Fig. 1: run 1, routed metal per tile
36 x 36 tiles, from black (low) to pale yellow (high), scaled to the fullest tile. Values are wire area over tile area, all layers added.
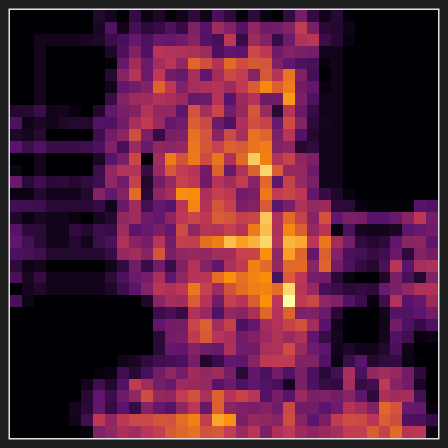
Fig. 2: run 1, met1 routing
Supply wires on this layer in gray.
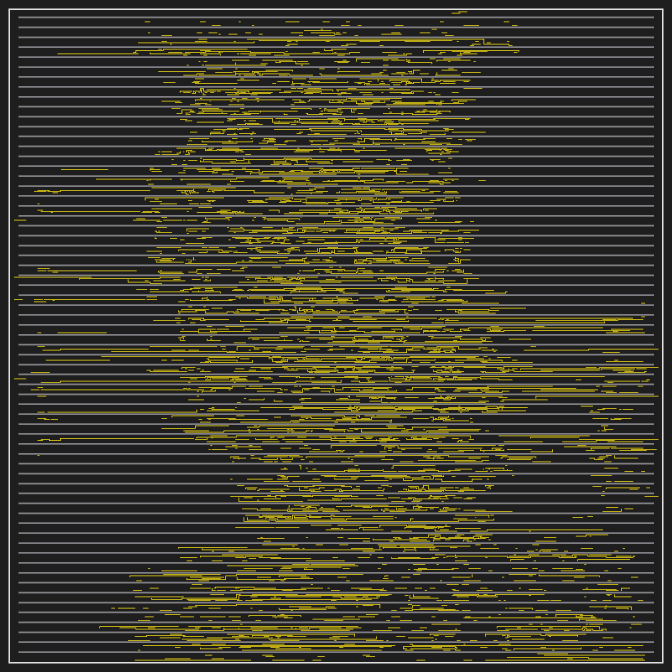
Fig. 3: run 1, signal wires by layer
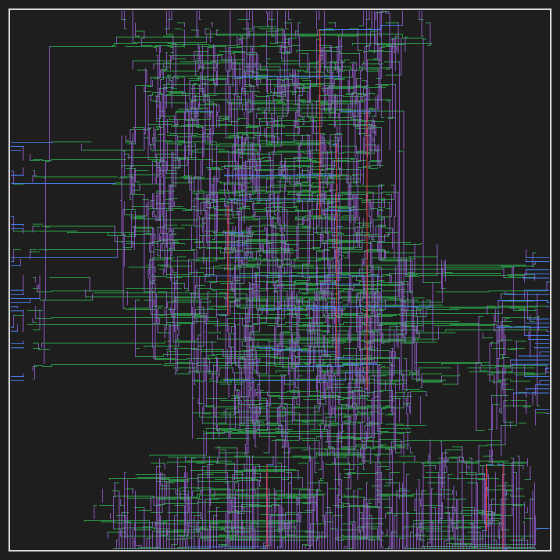
Fig. 4: run 1, placed cells, one color a class
Scale bar: 50 um. Fill, decap, tap and diode cells in gray.
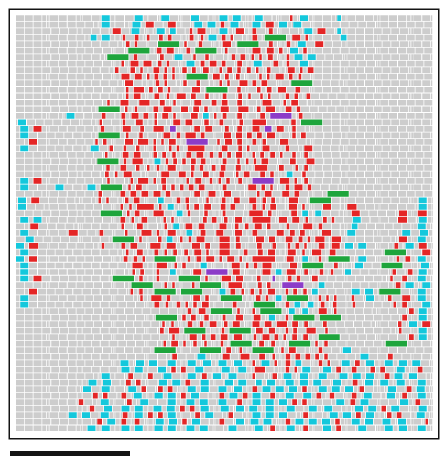
--- config.mk ---
export PLATFORM = sky130hd
export DESIGN_NAME = axi_slave_sram_flat
export DESIGN_NICKNAME = d
export VERILOG_FILES = /design/src/rtl/axi_slave_sram_pkg.sv /design/src/rtl/axi_slave_sram_if.sv /design/src/rtl/axi_slave_sram_burst_addr_gen.sv /design/src/rtl/axi_slave_sram.sv /design/src/flat_wrapper.sv
export SDC_FILE = /design/constraint.sdc
export NUM_CORES = 1
export LEC_CHECK = 0
export CELL_PAD_IN_SITES_DETAIL_PLACEMENT = 2
export CELL_PAD_IN_SITES_GLOBAL_PLACEMENT = 2
export CORE_MARGIN = 2
export CORE_UTILIZATION = 20
export DETAILED_ROUTE_END_ITERATION = 8
export PLACE_DENSITY = 0.84
export REMOVE_ABC_BUFFERS = 1
export SYNTH_ARGS = -nofsm -noshare
export SYNTH_HDL_FRONTEND = slang
export SYNTH_SLANG_ARGS = --single-unit
--- constraint.sdc ---
create_clock -name aclk -period 5.1 [get_ports aclk]
set_input_delay 0.51 -clock aclk [delete_from_list [all_inputs] [get_ports aclk]]
set_output_delay 0.51 -clock aclk [all_outputs]
set_load 0.01 [all_outputs]
--- src/rtl/axi_slave_sram_pkg.sv ---
// Shared types and constants for the AXI4 SRAM responder slice.
package axi_slave_sram_pkg;

  localparam int ID_W    = 4;
  localparam int ADDR_W  = 32;
  localparam int LEN_W   = 8;
  localparam int SIZE_W  = 3;
  localparam int BURST_W = 2;
  localparam int DATA_W  = 32;
  localparam int STRB_W  = 4;
  localparam int RESP_W  = 2;

  localparam logic [BURST_W-1:0] BURST_FIXED = 2'b00;
  localparam logic [BURST_W-1:0] BURST_INCR  = 2'b01;
  localparam logic [BURST_W-1:0] BURST_WRAP  = 2'b10;

  localparam logic [RESP_W-1:0] RESP_OKAY   = 2'b00;
  localparam logic [RESP_W-1:0] RESP_SLVERR = 2'b10;
  localparam logic [RESP_W-1:0] RESP_DECERR = 2'b11;

  typedef enum logic [2:0] {
    ST_IDLE  = 3'd0,
    ST_WDATA = 3'd1,
    ST_BRESP = 3'd2,
    ST_RMEM  = 3'd3,
    ST_RDATA = 3'd4
  } state_e;

  // Slave errors outrank decode errors.
  function automatic logic [RESP_W-1:0] resp_sel(input logic slv_err, input logic dec_err);
    if (slv_err) begin
      return RESP_SLVERR;
    end else if (dec_err) begin
      return RESP_DECERR;
    end else begin
      return RESP_OKAY;
    end
  endfunction

endpackage

--- src/rtl/axi_slave_sram_if.sv ---
// AXI4 bus bundle between axi_master and axi_slave_sram.
interface axi_slave_sram_if
  import axi_slave_sram_pkg::*;
();

  logic [ID_W-1:0]    awid;
  logic [ADDR_W-1:0]  awaddr;
  logic [LEN_W-1:0]   awlen;
  logic [SIZE_W-1:0]  awsize;
  logic [BURST_W-1:0] awburst;
  logic               awvalid;
  logic               awready;
  logic [DATA_W-1:0]  wdata;
  logic [STRB_W-1:0]  wstrb;
  logic               wlast;
  logic               wvalid;
  logic               wready;
  logic [ID_W-1:0]    bid;
  logic [RESP_W-1:0]  bresp;
  logic               bvalid;
  logic               bready;
  logic [ID_W-1:0]    arid;
  logic [ADDR_W-1:0]  araddr;
  logic [LEN_W-1:0]   arlen;
  logic [SIZE_W-1:0]  arsize;
  logic [BURST_W-1:0] arburst;
  logic               arvalid;
  logic               arready;
  logic [ID_W-1:0]    rid;
  logic [DATA_W-1:0]  rdata;
  logic [RESP_W-1:0]  rresp;
  logic               rlast;
  logic               rvalid;
  logic               rready;

  modport slave (
    input  awid, awaddr, awlen, awsize, awburst, awvalid,
    input  wdata, wstrb, wlast, wvalid, bready,
    input  arid, araddr, arlen, arsize, arburst, arvalid, rready,
    output awready, wready, bid, bresp, bvalid,
    output arready, rid, rdata, rresp, rlast, rvalid
  );

  modport master (
    output awid, awaddr, awlen, awsize, awburst, awvalid,
    output wdata, wstrb, wlast, wvalid, bready,
    output arid, araddr, arlen, arsize, arburst, arvalid, rready,
    input  awready, wready, bid, bresp, bvalid,
    input  arready, rid, rdata, rresp, rlast, rvalid
  );

endinterface

--- src/rtl/axi_slave_sram_burst_addr_gen.sv ---
// Combinational AXI4 next-beat address and burst legality; reusable by other responders.
module axi_burst_addr_gen
  import axi_slave_sram_pkg::*;
(
  input  logic [ADDR_W-1:0]  addr,
  input  logic [LEN_W-1:0]   len,
  input  logic [SIZE_W-1:0]  size,
  input  logic [BURST_W-1:0] burst,
  output logic [ADDR_W-1:0]  next_addr,
  output logic               legal
);

  logic [ADDR_W-1:0] step_s;
  logic [ADDR_W-1:0] incr_addr_s;
  logic [ADDR_W-1:0] wrap_mask_s;
  logic              wrap_len_ok_s;

  // Next address: the wrap window is ((len+1)<<size) bytes, aligned to its own size.
  always_comb begin
    step_s      = 32'd1 << size;
    incr_addr_s = addr + step_s;
    wrap_mask_s = ((ADDR_W'(len) + 32'd1) << size) - 32'd1;
    case (burst)
      BURST_FIXED: next_addr = addr;
      BURST_INCR:  next_addr = incr_addr_s;
      BURST_WRAP:  next_addr = (addr & ~wrap_mask_s) | (incr_addr_s & wrap_mask_s);
      default:     next_addr = addr;
    endcase
  end

  // Legality: reserved burst, oversize beats and non power-of-two wrap lengths.
  always_comb begin
    case (len)
      8'd1, 8'd3, 8'd7, 8'd15: wrap_len_ok_s = 1'b1;
      default:                 wrap_len_ok_s = 1'b0;
    endcase
    if (burst == 2'b11) begin
      legal = 1'b0;
    end else if (size > 3'd2) begin
      legal = 1'b0;
    end else if ((burst == BURST_WRAP) && !wrap_len_ok_s) begin
      legal = 1'b0;
    end else begin
      legal = 1'b1;
    end
  end

endmodule

--- src/rtl/axi_slave_sram.sv ---
// AXI4 responder in front of a single-port word SRAM, one burst at a time.
// Optional AXI_SLAVE_DECERR_EN: out-of-window bursts answer DECERR instead of aliasing.
module axi_slave_sram
  import axi_slave_sram_pkg::*;
#(
  parameter int          MEM_ADDR_W = 14,
  parameter logic [31:0] BASE_ADDR  = 32'h0000_0000
) (
  input  logic                  aclk,
  input  logic                  areset_n,
  axi_slave_sram_if.slave       axi,
  output logic                  mem_cs,
  output logic [STRB_W-1:0]     mem_we,
  output logic [MEM_ADDR_W-1:0] mem_addr,
  output logic [DATA_W-1:0]     mem_wdata,
  input  logic [DATA_W-1:0]     mem_rdata
);

`ifdef AXI_SLAVE_DECERR_EN
  localparam bit DECERR_EN = 1'b1;
`else
  localparam bit DECERR_EN = 1'b0;
`endif

  state_e             state_r;
  logic               rdy_r;
  logic [ID_W-1:0]    id_r;
  logic [ADDR_W-1:0]  addr_r;
  logic [LEN_W-1:0]   len_r;
  logic [SIZE_W-1:0]  size_r;
  logic [BURST_W-1:0] burst_r;
  logic [LEN_W-1:0]   beat_r;
  logic               err_r;
  logic               ill_r;
  logic               dec_r;

  logic [ADDR_W-1:0]  gen_addr_s;
  logic [LEN_W-1:0]   gen_len_s;
  logic [SIZE_W-1:0]  gen_size_s;
  logic [BURST_W-1:0] gen_burst_s;
  logic [ADDR_W-1:0]  next_addr_s;
  logic               legal_s;
  logic               window_hit_s;
  logic               dec_s;
  logic               idle_s;
  logic               access_ok_s;

  assign idle_s = (state_r == ST_IDLE) && rdy_r;

  // While idle the generator judges the incoming request; otherwise it steps the latched burst.
  always_comb begin
    if (state_r == ST_IDLE) begin
      if (axi.awvalid) begin
        gen_addr_s  = axi.awaddr;
        gen_len_s   = axi.awlen;
        gen_size_s  = axi.awsize;
        gen_burst_s = axi.awburst;
      end else begin
        gen_addr_s  = axi.araddr;
        gen_len_s   = axi.arlen;
        gen_size_s  = axi.arsize;
        gen_burst_s = axi.arburst;
      end
    end else begin
      gen_addr_s  = addr_r;
      gen_len_s   = len_r;
      gen_size_s  = size_r;
      gen_burst_s = burst_r;
    end
  end

  axi_burst_addr_gen u_addr_gen (
    .addr      (gen_addr_s),
    .len       (gen_len_s),
    .size      (gen_size_s),
    .burst     (gen_burst_s),
    .next_addr (next_addr_s),
    .legal     (legal_s)
  );

  assign window_hit_s = (gen_addr_s[ADDR_W-1:MEM_ADDR_W+2] == BASE_ADDR[ADDR_W-1:MEM_ADDR_W+2]);
  assign dec_s        = DECERR_EN && !window_hit_s;
  assign access_ok_s  = !ill_r && !dec_r;

  assign axi.awready = idle_s;
  assign axi.arready = idle_s && !axi.awvalid;
  assign axi.wready  = (state_r == ST_WDATA);
  assign axi.bvalid  = (state_r == ST_BRESP);
  assign axi.bid     = axi.bvalid ? id_r : {ID_W{1'b0}};
  assign axi.bresp   = axi.bvalid ? resp_sel(ill_r || err_r, dec_r) : RESP_OKAY;
  assign axi.rvalid  = (state_r == ST_RDATA);
  assign axi.rid     = axi.rvalid ? id_r : {ID_W{1'b0}};
  assign axi.rdata   = axi.rvalid ? mem_rdata : {DATA_W{1'b0}};
  assign axi.rresp   = axi.rvalid ? resp_sel(ill_r, dec_r) : RESP_OKAY;
  assign axi.rlast   = axi.rvalid && (beat_r == len_r);

  // SRAM strobes: writes pass straight through on the W beat, reads issue from RMEM.
  always_comb begin
    mem_cs    = 1'b0;
    mem_we    = {STRB_W{1'b0}};
    mem_addr  = addr_r[MEM_ADDR_W+1:2];
    mem_wdata = {DATA_W{1'b0}};
    case (state_r)
      ST_WDATA: begin
        if (axi.wvalid && access_ok_s) begin
          mem_cs    = 1'b1;
          mem_we    = axi.wstrb;
          mem_wdata = axi.wdata;
        end else begin
          mem_cs = 1'b0;
        end
      end
      ST_RMEM: begin
        if (access_ok_s) begin
          mem_cs = 1'b1;
        end else begin
          mem_cs = 1'b0;
        end
      end
      default: mem_cs = 1'b0;
    endcase
  end

  // Burst FSM; rdy_r keeps both address readies low through reset and the cycle after it.
  always_ff @(posedge aclk or negedge areset_n) begin
    if (!areset_n) begin
      state_r <= ST_IDLE;
      rdy_r   <= 1'b0;
      id_r    <= {ID_W{1'b0}};
      addr_r  <= {ADDR_W{1'b0}};
      len_r   <= {LEN_W{1'b0}};
      size_r  <= {SIZE_W{1'b0}};
      burst_r <= {BURST_W{1'b0}};
      beat_r  <= {LEN_W{1'b0}};
      err_r   <= 1'b0;
      ill_r   <= 1'b0;
      dec_r   <= 1'b0;
    end else begin
      case (state_r)
        ST_IDLE: begin
          if (!rdy_r) begin
            rdy_r <= 1'b1;
          end else if (axi.awvalid || axi.arvalid) begin
            id_r    <= axi.awvalid ? axi.awid : axi.arid;
            addr_r  <= gen_addr_s;
            len_r   <= gen_len_s;
            size_r  <= gen_size_s;
            burst_r <= gen_burst_s;
            beat_r  <= {LEN_W{1'b0}};
            err_r   <= 1'b0;
            ill_r   <= !legal_s;
            dec_r   <= dec_s;
            rdy_r   <= 1'b0;
            state_r <= axi.awvalid ? ST_WDATA : ST_RMEM;
          end else begin
            rdy_r <= 1'b1;
          end
        end
        ST_WDATA: begin
          if (axi.wvalid) begin
            beat_r <= beat_r + 8'd1;
            addr_r <= next_addr_s;
            if (axi.wlast) begin
              err_r   <= err_r || (beat_r != len_r);
              state_r <= ST_BRESP;
            end else if (beat_r == len_r) begin
              err_r <= 1'b1;
            end else begin
              err_r <= err_r;
            end
          end else begin
            beat_r <= beat_r;
          end
        end
        ST_BRESP: begin
          if (axi.bready) begin
            rdy_r   <= 1'b1;
            state_r <= ST_IDLE;
          end else begin
            state_r <= ST_BRESP;
          end
        end
        ST_RMEM: state_r <= ST_RDATA;
        ST_RDATA: begin
          if (axi.rready) begin
            if (beat_r == len_r) begin
              rdy_r   <= 1'b1;
              state_r <= ST_IDLE;
            end else begin
              beat_r  <= beat_r + 8'd1;
              addr_r  <= next_addr_s;
              state_r <= ST_RMEM;
            end
          end else begin
            state_r <= ST_RDATA;
          end
        end
        default: begin
          rdy_r   <= 1'b0;
          state_r <= ST_IDLE;
        end
      endcase
    end
  end

endmodule
--- src/flat_wrapper.sv ---
// flat-port wrapper written by rule: the top's interface ports become plain ports
module axi_slave_sram_flat import axi_slave_sram_pkg::*;
#(
  parameter int          MEM_ADDR_W = 14,
  parameter logic [31:0] BASE_ADDR  = 32'h0000_0000
)
  (aclk, areset_n, mem_cs, mem_we, mem_addr, mem_wdata, mem_rdata, axi_awid, axi_awaddr, axi_awlen, axi_awsize, axi_awburst, axi_awvalid, axi_wdata, axi_wstrb, axi_wlast, axi_wvalid, axi_bready, axi_arid, axi_araddr, axi_arlen, axi_arsize, axi_arburst, axi_arvalid, axi_rready, axi_awready, axi_wready, axi_bid, axi_bresp, axi_bvalid, axi_arready, axi_rid, axi_rdata, axi_rresp, axi_rlast, axi_rvalid);
  axi_slave_sram_if axi_i ();
  input  logic aclk;
  input  logic areset_n;
  output logic mem_cs;
  output logic [STRB_W-1:0] mem_we;
  output logic [MEM_ADDR_W-1:0] mem_addr;
  output logic [DATA_W-1:0] mem_wdata;
  input  logic [DATA_W-1:0] mem_rdata;
  input wire logic [$bits(axi_i.awid)-1:0] axi_awid;
  input wire logic [$bits(axi_i.awaddr)-1:0] axi_awaddr;
  input wire logic [$bits(axi_i.awlen)-1:0] axi_awlen;
  input wire logic [$bits(axi_i.awsize)-1:0] axi_awsize;
  input wire logic [$bits(axi_i.awburst)-1:0] axi_awburst;
  input wire logic [$bits(axi_i.awvalid)-1:0] axi_awvalid;
  input wire logic [$bits(axi_i.wdata)-1:0] axi_wdata;
  input wire logic [$bits(axi_i.wstrb)-1:0] axi_wstrb;
  input wire logic [$bits(axi_i.wlast)-1:0] axi_wlast;
  input wire logic [$bits(axi_i.wvalid)-1:0] axi_wvalid;
  input wire logic [$bits(axi_i.bready)-1:0] axi_bready;
  input wire logic [$bits(axi_i.arid)-1:0] axi_arid;
  input wire logic [$bits(axi_i.araddr)-1:0] axi_araddr;
  input wire logic [$bits(axi_i.arlen)-1:0] axi_arlen;
  input wire logic [$bits(axi_i.arsize)-1:0] axi_arsize;
  input wire logic [$bits(axi_i.arburst)-1:0] axi_arburst;
  input wire logic [$bits(axi_i.arvalid)-1:0] axi_arvalid;
  input wire logic [$bits(axi_i.rready)-1:0] axi_rready;
  output wire logic [$bits(axi_i.awready)-1:0] axi_awready;
  output wire logic [$bits(axi_i.wready)-1:0] axi_wready;
  output wire logic [$bits(axi_i.bid)-1:0] axi_bid;
  output wire logic [$bits(axi_i.bresp)-1:0] axi_bresp;
  output wire logic [$bits(axi_i.bvalid)-1:0] axi_bvalid;
  output wire logic [$bits(axi_i.arready)-1:0] axi_arready;
  output wire logic [$bits(axi_i.rid)-1:0] axi_rid;
  output wire logic [$bits(axi_i.rdata)-1:0] axi_rdata;
  output wire logic [$bits(axi_i.rresp)-1:0] axi_rresp;
  output wire logic [$bits(axi_i.rlast)-1:0] axi_rlast;
  output wire logic [$bits(axi_i.rvalid)-1:0] axi_rvalid;
  assign axi_i.awid = axi_awid;
  assign axi_i.awaddr = axi_awaddr;
  assign axi_i.awlen = axi_awlen;
  assign axi_i.awsize = axi_awsize;
  assign axi_i.awburst = axi_awburst;
  assign axi_i.awvalid = axi_awvalid;
  assign axi_i.wdata = axi_wdata;
  assign axi_i.wstrb = axi_wstrb;
  assign axi_i.wlast = axi_wlast;
  assign axi_i.wvalid = axi_wvalid;
  assign axi_i.bready = axi_bready;
  assign axi_i.arid = axi_arid;
  assign axi_i.araddr = axi_araddr;
  assign axi_i.arlen = axi_arlen;
  assign axi_i.arsize = axi_arsize;
  assign axi_i.arburst = axi_arburst;
  assign axi_i.arvalid = axi_arvalid;
  assign axi_i.rready = axi_rready;
  assign axi_awready = axi_i.awready;
  assign axi_wready = axi_i.wready;
  assign axi_bid = axi_i.bid;
  assign axi_bresp = axi_i.bresp;
  assign axi_bvalid = axi_i.bvalid;
  assign axi_arready = axi_i.arready;
  assign axi_rid = axi_i.rid;
  assign axi_rdata = axi_i.rdata;
  assign axi_rresp = axi_i.rresp;
  assign axi_rlast = axi_i.rlast;
  assign axi_rvalid = axi_i.rvalid;
  axi_slave_sram #(.MEM_ADDR_W(MEM_ADDR_W), .BASE_ADDR(BASE_ADDR)) u_core (.aclk(aclk), .areset_n(areset_n), .axi(axi_i), .mem_cs(mem_cs), .mem_we(mem_we), .mem_addr(mem_addr), .mem_wdata(mem_wdata), .mem_rdata(mem_rdata));
endmodule
==> summary.rpt, run 1 <==
================================================================================
Design Power ......................................................      5.82 mW
Req. time, crit path ..............................................      5320 ps
Final Hold Fails ..................................................            0
Clock Root Buffer .................................................    clkbuf_16
Yosys cell count ..................................................          834
Most frequent logic cell in the layout ............................ clkdlybuf4s50_1
Wire length of the first global-routing pass ......................      44.2 mm
IO Count ..........................................................          275
Worst-case register-to-register setup slack .......................       330 ps
Critical Path Max Stage Delay .....................................       560 ps
Peak supply drop ..................................................     0.244 mV
Leading post-synthesis cells by cell area ......................... dfrtp_1 19%, mux2i_1 7.4%, nand2_1 5.2%
Total tool warning count ..........................................           61
Clk ins delay skew pair ...........................................       320 ps
Netlist area before placement .....................................    6110 um^2
Average wire per standard cell ....................................      19.7 um
Width of the die ..................................................       179 um
Chip area in the Yosys report .....................................    6110 um^2
Synth cell count leaders .......................................... 84 x nand2_1, 72 x nor2_1, 55 x o21ai_0
Largest net degree at the start of global routing .................           48
Cells after DPL ...................................................         1430
Net total in the final layout .....................................         1232
Combined buffer and inverter count along the critical path ........            2
Crit path depth ...................................................           16
DRC violation count after routing .................................            0
Dominant cell area share ..........................................        0.192
Diode insertion count for antenna repair ..........................            0
Cells resized by post-CTS repair ..................................            0
Final period util .................................................        0.936
Sum of routed wire length over all layers .........................      28.4 mm
Number of routed nets with antenna violations .....................            0
Critical-path maximum fanout ......................................           19
Count of standard-cell rows .......................................           64
Setup Buffers After CTS ...........................................            0
Final setup violating endpoints ...................................            0
AND-OR/OR-AND Cells, Area Fraction ................................        0.241
FF-to-FF End ...................................................... u_core.addr_r[12]$_DFFE_PN0P_
Element type at the critical path start ...........................         flop
Classification of the worst-slack hold path .......................  in -> async
Violation tally from detailed-route iteration zero ................          392
Start point of the critical path .................................. u_core.state_r[1]$_DFFE_PN0P_
RePlAce Congestion ................................................        0.847
Fmax ..............................................................      210 MHz
DR pass1 iterations ...............................................            5
RSZ-0062 raised after global routing ..............................        false
Proportion of synthesized chip area in sequential cells ...........        0.192
Total die area ....................................................   32000 um^2
CP max stage cell .................................................        or3_4
Total track usage .................................................        0.176
Result of the run ................................................. finished, final reports clean
Share of flip-flops with an asynchronous set or reset .............         1.00
Most area-hungry cell type in the Yosys netlist ...................      dfrtp_1
Effective utilization at floorplan ................................        0.201
Number of distinct library cells after synthesis ..................           81
Setup clock skew after layout .....................................      10.6 ps
CTS H-tree lvls ...................................................            2
Deepest clock path buffer count ...................................            2
Fillers ...........................................................         3488
Number of port buffers ............................................          240
Number of CTS-inserted buffers ....................................            5
Kind of cell adding the most delay to the critical path ........... AND-OR/OR-AND gates
Footprint of the flip-flops and latches ...........................    1180 um^2
Overall via count from detail_route ...............................         7239
CTS tree ..........................................................         done
Endpoint class of the critical path ...............................         flop
Count of state elements after synthesis ...........................           47
Average size of a mapped cell .....................................    7.33 um^2
Minimum period implied by the final worst setup slack .............      4770 ps
Synthesis-to-layout area growth ...................................        48.0%
Transition time at the pin with the least slew margin .............      1230 ps
Number of antenna violations at the first check in global routing .            0
Mux cell area share after synthesis ...............................        0.103
Arrival time reported for the critical path endpoint ..............      4990 ps
CP Class ..........................................................   reg -> reg
================================================================================
## Picture notes: Fig. 1
tiles over half the peak	14%
mean over tiles	0.13
densest ninth of the die	center
fullest tile	0.55
nearly empty tiles	26%

## Picture notes: Fig. 2
longest straight run	69.0 um
wire length on this layer	13000 um
share of all routed wire	46%
nets with wire on the layer	1106

## Picture notes: Fig. 3
layer	color	wire length
met3	blue	844 um
met1	green	13000 um
met2	purple	14200 um
met4	red	338 um

## Picture notes: Fig. 4
class	color	cells
all other logic	red	716
other buffers and delay cells	cyan	271
clock drivers and dummy loads	purple	8
flip-flops	green	47

==> run 1: power breakdown <==
part	switching (mW)	internal (mW)	leakage, nW
Combinational	2.90	1.85	3.13
Clock	0.183	0.185	0.0675
Sequential	0.175	0.529	0.578
==> run 1: registers in the layout, summed over array words and instances (netlist names) <==
signal,flops
u_core.err_r,1
u_core.size_r,3
u_core.burst_r,2
u_core.rdy_r,1
u_core.beat_r,8
u_core.id_r,4
u_core.addr_r,16
u_core.state_r,3
u_core.len_r,8
u_core.ill_r,1
==> run 1: worst reg2reg max path, delay by kind of cell, from the launching register on <==
kind	cells	cell delay (ps)
flip-flops	1	520
adder cells (fa/ha/maj)	1	340
AND-OR/OR-AND	7	1750
multiplexers	1	380
AND/OR/NAND/NOR	5	1390
buffers and inverters	2	320
==> run 1: per-stage QoR <==
step	worst slack, ps	util	instance area (um^2)	setup TNS, ps
after floorplan	-0.0222	-	5760	-0.0222
after CTS	274	0.298	9040	0
final	327	0.298	9050	0
after global placement	403	0.293	8900	0
after detailed placement	286	0.293	8900	0
after global routing	21.1	0.298	9050	0
==> run 1: per-layer routing <==
layer | vias up | wire length, um | global-route usage
li1 | 3421 | - | -
met1 | 3687 | 13000 | 0.234
met2 | 114 | 14200 | 0.312
met3 | 17 | 844 | 0.0165
met4 | 0 | 337 | 0.0308
met5 | - | 0 | 0
==> run 1: kinds of logic after synthesis <==
logic type                 after synthesis
and+or+nand+nor                        364
AOI/OAI and AO/OA                      220
buffers and inverters                   90
muxes                                   61
DFF                                     47
xor gates and xnor gates                34
adders and majority gates               17
other                                    1
==> run 1: final cells by class <==
class                      count  area share
tap                          396      0.0547
timing repair buffer         271       0.290
clock buffer                   6      0.0142
clock inverter                 2     0.00180
sequential                    47       0.130
multi-input combinational    698       0.502
inverter                      18     0.00747
Fig. 5: run 1, cell placement
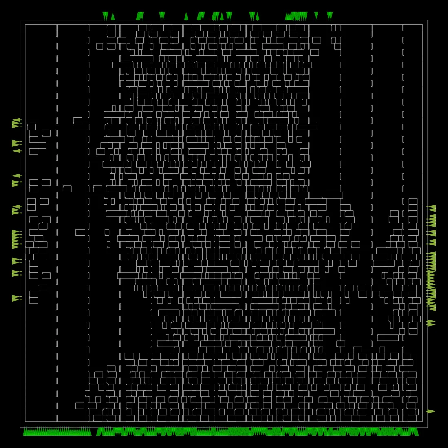

==> inputs of run 2 (changes only) <==
--- a/config.mk
+++ b/config.mk
@@ -7,2 +7,3 @@
 export LEC_CHECK = 0
+export CAP_MARGIN = 25
 export CELL_PAD_IN_SITES_DETAIL_PLACEMENT = 2
==> constraint.sdc (replaced) <==
create_clock -name aclk -period 5.1 [get_ports aclk]
set_input_delay 1.02 -clock aclk [delete_from_list [all_inputs] [get_ports aclk]]
set_output_delay 1.02 -clock aclk [all_outputs]
set_load 0.01 [all_outputs]
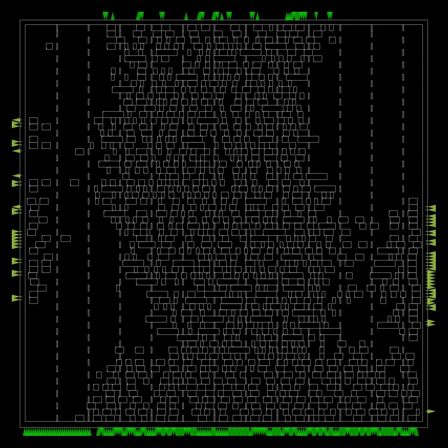
Fig. 6. Cell placement (run 2).
count of standard-cell rows: 64
placeable core area: 30300 um^2

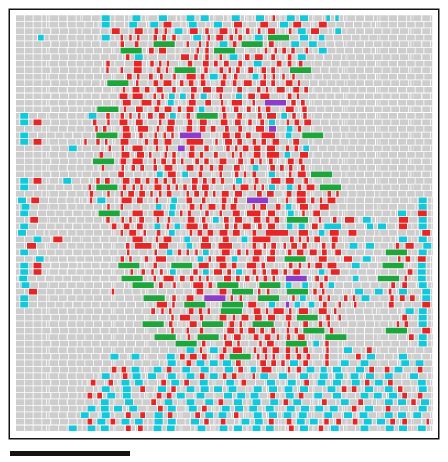
Fig. 7. Placed cells, one color a class (run 2).
Scale bar: 50 um. Fill, decap, tap and diode cells in gray.
class	color	cells
clock drivers and dummy loads	purple	8
flip-flops	green	47
all other logic	red	716
other buffers and delay cells	cyan	301

==> run 2 against run 1 <==
  * Sequential power hardly changed
  * Critical path depth stayed put
  * Non-clock buffer count is 30 higher
  * Final area is 2.6% higher
  * Fmax is 4.0% lower
  * Sequential share of layout area is 0.33 points lower
  * Global-route usage is 0.72 points higher
==> summary.rpt, run 2 <==
================================================================================
Largest net degree at the start of global routing .................           48   unchanged
Arrival time reported for the critical path endpoint ..............      5180 ps   +190 ps
Total internal power ..............................................      2.75 mW   +7.3%
Effective utilization at floorplan ................................        0.201   unchanged
Clock Root Buffer .................................................    clkbuf_16
Net total in the final layout .....................................         1262   +2.4%
Post-layout util ..................................................        0.306   +0.00787
Least setup slack across all paths after layout ...................       129 ps   -197 ps
Violation tally from detailed-route iteration zero ................          302   -23%
Total met2 wirelength after detailed routing ......................      15.0 mm   +6.1%
Clock Power .......................................................       367 uW   about the same
Sum of routed wire length over all layers .........................      29.7 mm   +4.8%
Result of the run ................................................. finished, final reports clean
Count of state elements after synthesis ...........................           47   unchanged
Portion of total power attributed to sequential cells .............        0.115   -0.006
Fillers ...........................................................         3508   +0.57%
Clk ins delay skew pair ...........................................       310 ps   about the same
Total die area ....................................................   32000 um^2   unchanged
Dominant cell area share ..........................................        0.192   unchanged
Sequential cell power .............................................       704 uW   about the same
Most used routing layer ...........................................         met2
Average wire per standard cell ....................................      20.2 um   +2.7%
Chip area in the Yosys report .....................................    6110 um^2   unchanged
Max FFs per register ..............................................           16   unchanged
Fmax ..............................................................      201 MHz   -4.0%
Wire length of the first global-routing pass ......................      45.9 mm   +3.9%
Endpoint class of the critical path ...............................         flop
CP Class ..........................................................    in -> reg
Post-route design area ............................................    9290 um^2   +2.6%
AND-OR/OR-AND Cells, Area Fraction ................................        0.241   unchanged
Total track usage .................................................        0.184   +0.00718
Design Power ......................................................      6.12 mW   +5.2%
DRC violation count after routing .................................            0   unchanged
Metal1 wirelength .................................................      13.3 mm   +1.9%
Final period util .................................................        0.975   +0.0387
Width of the die ..................................................       179 um   unchanged
Most frequent logic cell in the layout ............................ clkdlybuf4s50_1
Met2 capacity usage during global routing .........................        0.332   +0.0194
Number of antenna violations at the first check in global routing .            0   unchanged
Top Registers ..................................................... u_core.addr_r (16), u_core.beat_r (8), u_core.len_r (8)
CTS tree ..........................................................         done
================================================================================
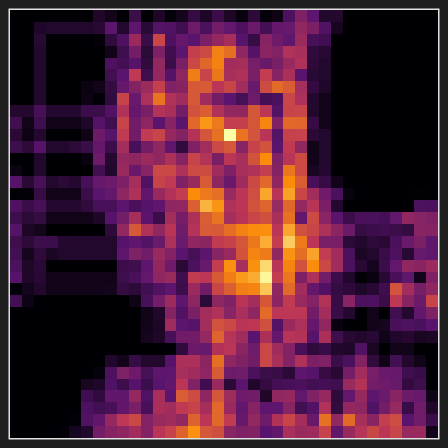
Fig. 8. Routed metal per tile (run 2).
36 x 36 tiles, from black (low) to pale yellow (high), scaled to the fullest tile. Values are wire area over tile area, all layers added.
tiles over half the peak	14%
nearly empty tiles	26%
mean over tiles	0.14
densest ninth of the die	center
fullest tile	0.60

run 2: cell counts after synthesis:
Identical to the previous run, type by type.
run 2: critical path: cells and delay by family:
kind	cells	cell delay, ps
simple gates	3	690
buf+inv	2	490
fa+ha+maj	1	300
compound gates	7	1790
mux	3	880
run 2: final timing paths:
path / depth (start not counted) / end / from
setup reg to reg: 15 / u_core.addr_r[12]$_DFFE_PN0P_ / u_core.state_r[2]$_DFFE_PN0P_
hold reg to reg: 2 / u_core.addr_r[0]$_DFFE_PN0P_ / u_core.addr_r[0]$_DFFE_PN0P_
setup / recovery: 16 / u_core.addr_r[12]$_DFFE_PN0P_ / axi_awlen[0]
min in group asynchronous: 2 / u_core.addr_r[15]$_DFFE_PN0P_ / areset_n
hold / removal: 2 / u_core.addr_r[0]$_DFFE_PN0P_ / u_core.addr_r[0]$_DFFE_PN0P_
max in group asynchronous: 2 / u_core.ill_r$_DFFE_PN0P_ / areset_n
run 2: repair_timing:
action | 4_1_cts | 5_1_grt
setup buffers | 0 | 1
hold buffers | 0 | 0
gates resized | 0 | 2
endpoints found under the setup margin | 0 | 4
run 2: layout make-up:
class	count	area [um^2]	share of cell area
Tap cell	396	495	0.0533
Clock buffer	5	125	0.0135
Clock inverter	3	22.5	0.00242
Sequential cell	47	1180	0.127
Inverter	18	67.6	0.00727
Timing Repair Buffer	301	2860	0.308
Multi-Input combinational cell	698	4540	0.489
run 2: stage by stage:
| stage | std cells | TNS [ps] |
|---|---|---|
| 2_1_floorplan | 763 | -0.0222 |
| 3_3_place_gp | 1458 | 0 |
| 3_5_place_dp | 1459 | -220 |
| 4_1_cts | 1467 | 0 |
| 5_1_grt | 1468 | -52.4 |
| 6_report | 1468 | 0 |
Fig. 9: run 2, met1 routing
Supply wires on this layer in gray.
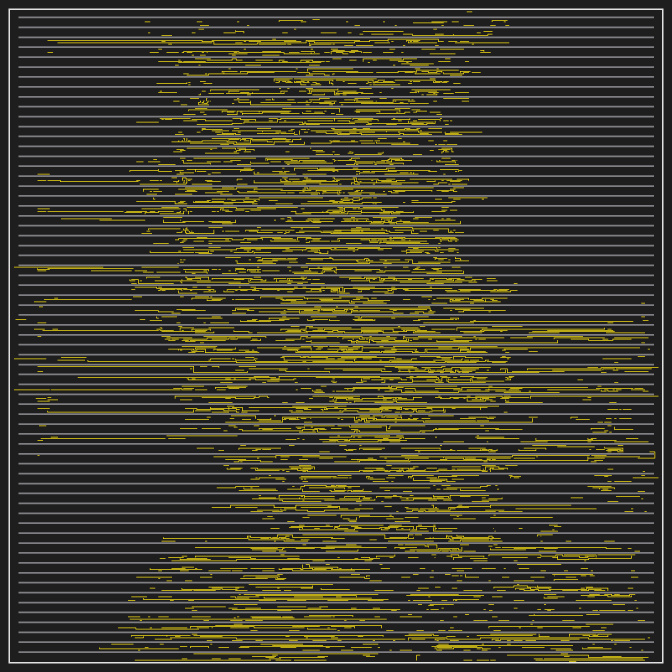

==> inputs of run 3 (changes only) <==
- ABC_AREA: default -> 1
- CORE_UTILIZATION: 20 -> 18
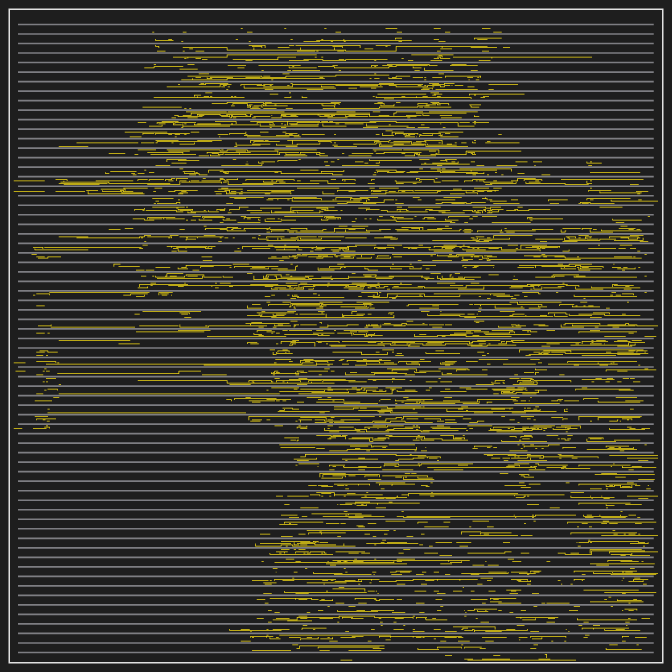
Fig. 10. Met1 routing (run 3).
Supply wires on this layer in gray.
main direction	horizontal
longest straight run	73.1 um
wire length on this layer	12100 um
nets with wire on the layer	1273
global routing met1 resource utilization: 0.192
sum of routed wire length over all layers: 27.6 mm
overall via count from detail_route: 7451

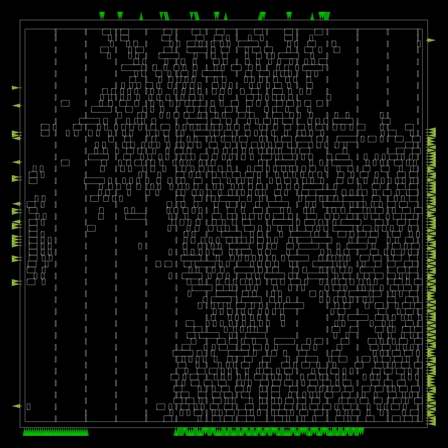
Fig. 11. Cell placement (run 3).
placeable core area: 32600 um^2
fraction of area in registers: 0.132
count of standard-cell rows: 66

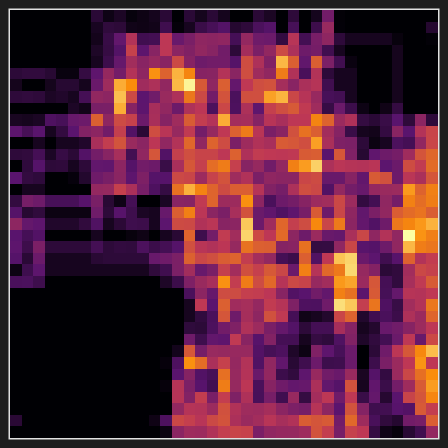
Fig. 12. Routed metal per tile (run 3).
37 x 37 tiles, from black (low) to pale yellow (high), scaled to the fullest tile. Values are wire area over tile area, all layers added.
nearly empty tiles	24%
emptiest ninth of the die	lower left
densest ninth of the die	middle right

==> run 3 against run 2 <==
  * Setup slack improved by 320 ps
  * Flip-flop count stayed put
  * Critical endpoint is now u_core.addr_r[15]$_DFFE_PN0P_
  * Highest routed layer unchanged
  * Total power hardly changed
==> summary.rpt, run 3 <==
================================================================================
Result of the run ................................................. finished, final reports clean
CTS tree ..........................................................         done
Most area-hungry cell type in the Yosys netlist ...................      dfrtp_1
Element type at the critical path start ........................... primary input
Minimum period implied by the final worst setup slack .............      4650 ps
Width of the die ..................................................       186 um   +4.2%
Synth cell count leaders .......................................... 290 x nand2_1, 161 x inv_1, 137 x nor2_1
Proportion of synthesized chip area in sequential cells ...........        0.196
Most numerous logic cells after layout ............................ 290 x nand2_1, 238 x clkdlybuf4s50_1, 161 x inv_1
Dominant cell area share ..........................................        0.196   +0.00406
Clk slew on worst S/H paths .......................................        80 ps
Kind of cell adding the most delay to the critical path ........... simple AND/OR/NAND/NOR gates
DRC violation count after routing .................................            0   unchanged
Chip area in the Yosys report .....................................    5990 um^2   -2.1%
Number of cells traversed by the worst hold path ..................            2   unchanged
Average size of a mapped cell .....................................    5.75 um^2
DP Worst Slack ....................................................       149 ps
Combined buffer and inverter count along the critical path ........            3   +1
Final period util .................................................        0.912   -0.0624
RePlAce Congestion ................................................        0.852
Clk ins delay skew pair ...........................................       310 ps   about the same
Endpoint class of the critical path ...............................         flop
Number of antenna violations at the first check in global routing .            0   unchanged
Setup Buffers After CTS ...........................................            0   unchanged
Worst-case register-to-register setup slack .......................       860 ps
Average wire per standard cell ....................................      16.2 um   -20%
Count of flip-flops with a built-in enable after synthesis ........            0
Number of global-route vias before repair .........................         8154
IO Count ..........................................................          275
Number of routed nets with antenna violations .....................            0
Peak supply drop ..................................................     0.216 mV
Crit path depth ...................................................           24   +8
Startpoint of the lowest-slack hold path .......................... u_core.size_r[1]$_DFFE_PN0P_
Classification of the worst-slack hold path .......................   reg -> reg
Total die area ....................................................   34700 um^2   +8.6%
Aggregate global routing overflow .................................            0
Number of CTS-inserted buffers ....................................            5
AND-OR/OR-AND Cells, Area Fraction ................................        0.138   -0.104
CP Class ..........................................................    in -> reg
Wire length of the first global-routing pass ......................      44.4 mm   -3.3%
Count of state elements after synthesis ...........................           47   unchanged
CP max stage cell ................................................. clkdlybuf4s50_1
Main combinational cell family by area after synthesis ............ simple AND/OR/NAND/NOR gates
Total tool warning count ..........................................           61
Hold-fix buffer count after cts ...................................            0   unchanged
Largest net degree at the start of global routing .................           48   unchanged
Net total in the final layout .....................................         1444   +14%
Min-Delay Endpoint ................................................ u_core.size_r[1]$_DFFE_PN0P_
Share of flip-flops with an asynchronous set or reset .............         1.00
Effective utilization at floorplan ................................        0.184   -0.0179
Worst reg2reg path startpoint ..................................... u_core.state_r[2]$_DFFE_PN0P_
Half-perimeter wire length after detailed placement ...............      22.7 mm
Mux cell area share after synthesis ...............................            0
Pwr Density .......................................................  688 nW/um^2
Fmax ..............................................................      215 MHz   +6.8%
Most frequent logic cell in the layout ............................      nand2_1
Total track usage .................................................        0.157   -0.0267
TNS Setup .........................................................         0 ps   unchanged
DR pass1 iterations ...............................................            4
FF-to-FF End ...................................................... u_core.addr_r[15]$_DFFE_PN0P_
Critical Path Max Stage Delay .....................................       410 ps
Transition time at the pin with the least slew margin .............       906 ps
Cells resized by post-CTS repair ..................................            0   unchanged
Top Registers ..................................................... u_core.addr_r (16), u_core.beat_r (8), u_core.len_r (8)
Yosys cell count ..................................................         1042
Clock Root Buffer .................................................    clkbuf_16
Least setup slack across all paths after layout ...................       448 ps   +318 ps
Violation tally from detailed-route iteration zero ................          247   -18%
Max FFs per register ..............................................           16   unchanged
Clock sink count ..................................................           47
Critical path, cell by cell ....................................... clkdlybuf4s50_1, o21ai_0, nand2_1, o21ai_4, nor2_1, inv_1, nor2_1, ha_1, inv_1, nor3_1, nand2_1, o211ai_1, nand2_1, a21oi_1, nand2_1, nor2_1, nand2_1, nor4_1, xor2_1, nand2_1, nand3_1, nand2_1, nand2_1, nand2_1
Arrival time reported for the critical path endpoint ..............      4860 ps   -320 ps
Final Hold Fails ..................................................            0
R2R depth .........................................................           24   +9
Start point of the critical path .................................. axi_awsize[0]
CP endpoint ....................................................... u_core.addr_r[15]$_DFFE_PN0P_
CTS H-tree lvls ...................................................            2
================================================================================
run 3: cell count changes after synthesis, moves of 15 or more:
cell,change
nand3_2,+15
nand3_1,+40
inv_1,+143
a21oi_1,-20
nand2_2,+21
mux2i_1,-45
clkbuf_1,-24
and3_1,-46
nor2_1,+65
nand2_1,+206
and2_1,-46
run 3: metrics by stage:
| step | instance area [um^2] | util | power, mW | cells |
|---|---|---|---|---|
| floorplan | 5680 | - | 4.05 | 990 |
| global placement | 8740 | 0.268 | 5.50 | 1687 |
| detailed placement | 8760 | 0.268 | 5.79 | 1688 |
| CTS | 8900 | 0.273 | 6.22 | 1696 |
| global route | 8900 | 0.273 | 6.87 | 1696 |
| finish | 8900 | 0.273 | 6.12 | 1696 |
run 3: kinds of logic after synthesis:
kind of cell / after synthesis
compound gates: 141
xor+xnor: 20
flops: 47
fa+ha+maj: 17
other cells: 1
simple gates: 589
buf+inv: 227
run 3: power breakdown:
part / switching [mW] / internal, mW / total (mW)
Clock: 0.189 / 0.186 / 0.375
Sequential: 0.120 / 0.540 / 0.659
Combinational: 3.36 / 1.73 / 5.09
Total: 3.67 / 2.45 / 6.12
run 3: per-layer routing:
metal,share of wire,vias to the layer above,GRT usage
li1,-,3638,-
met1,0.44,3650,0.192
met2,0.52,150,0.296
met3,0.034,13,0.0226
met4,0.0088,0,0.0206
met5,0,-,0
run 3: cell type report:
type                    count  area, um^2
fillers                  3965       23700
multi-input cells         769        3850
repair buffers            256        2520
flip-flops and latches     47        1180
inverters                 174         657
well taps                 442         553
clock buffers               5         125
clock inverters             3        22.5
Power is estimated from default activity; no workload was simulated.
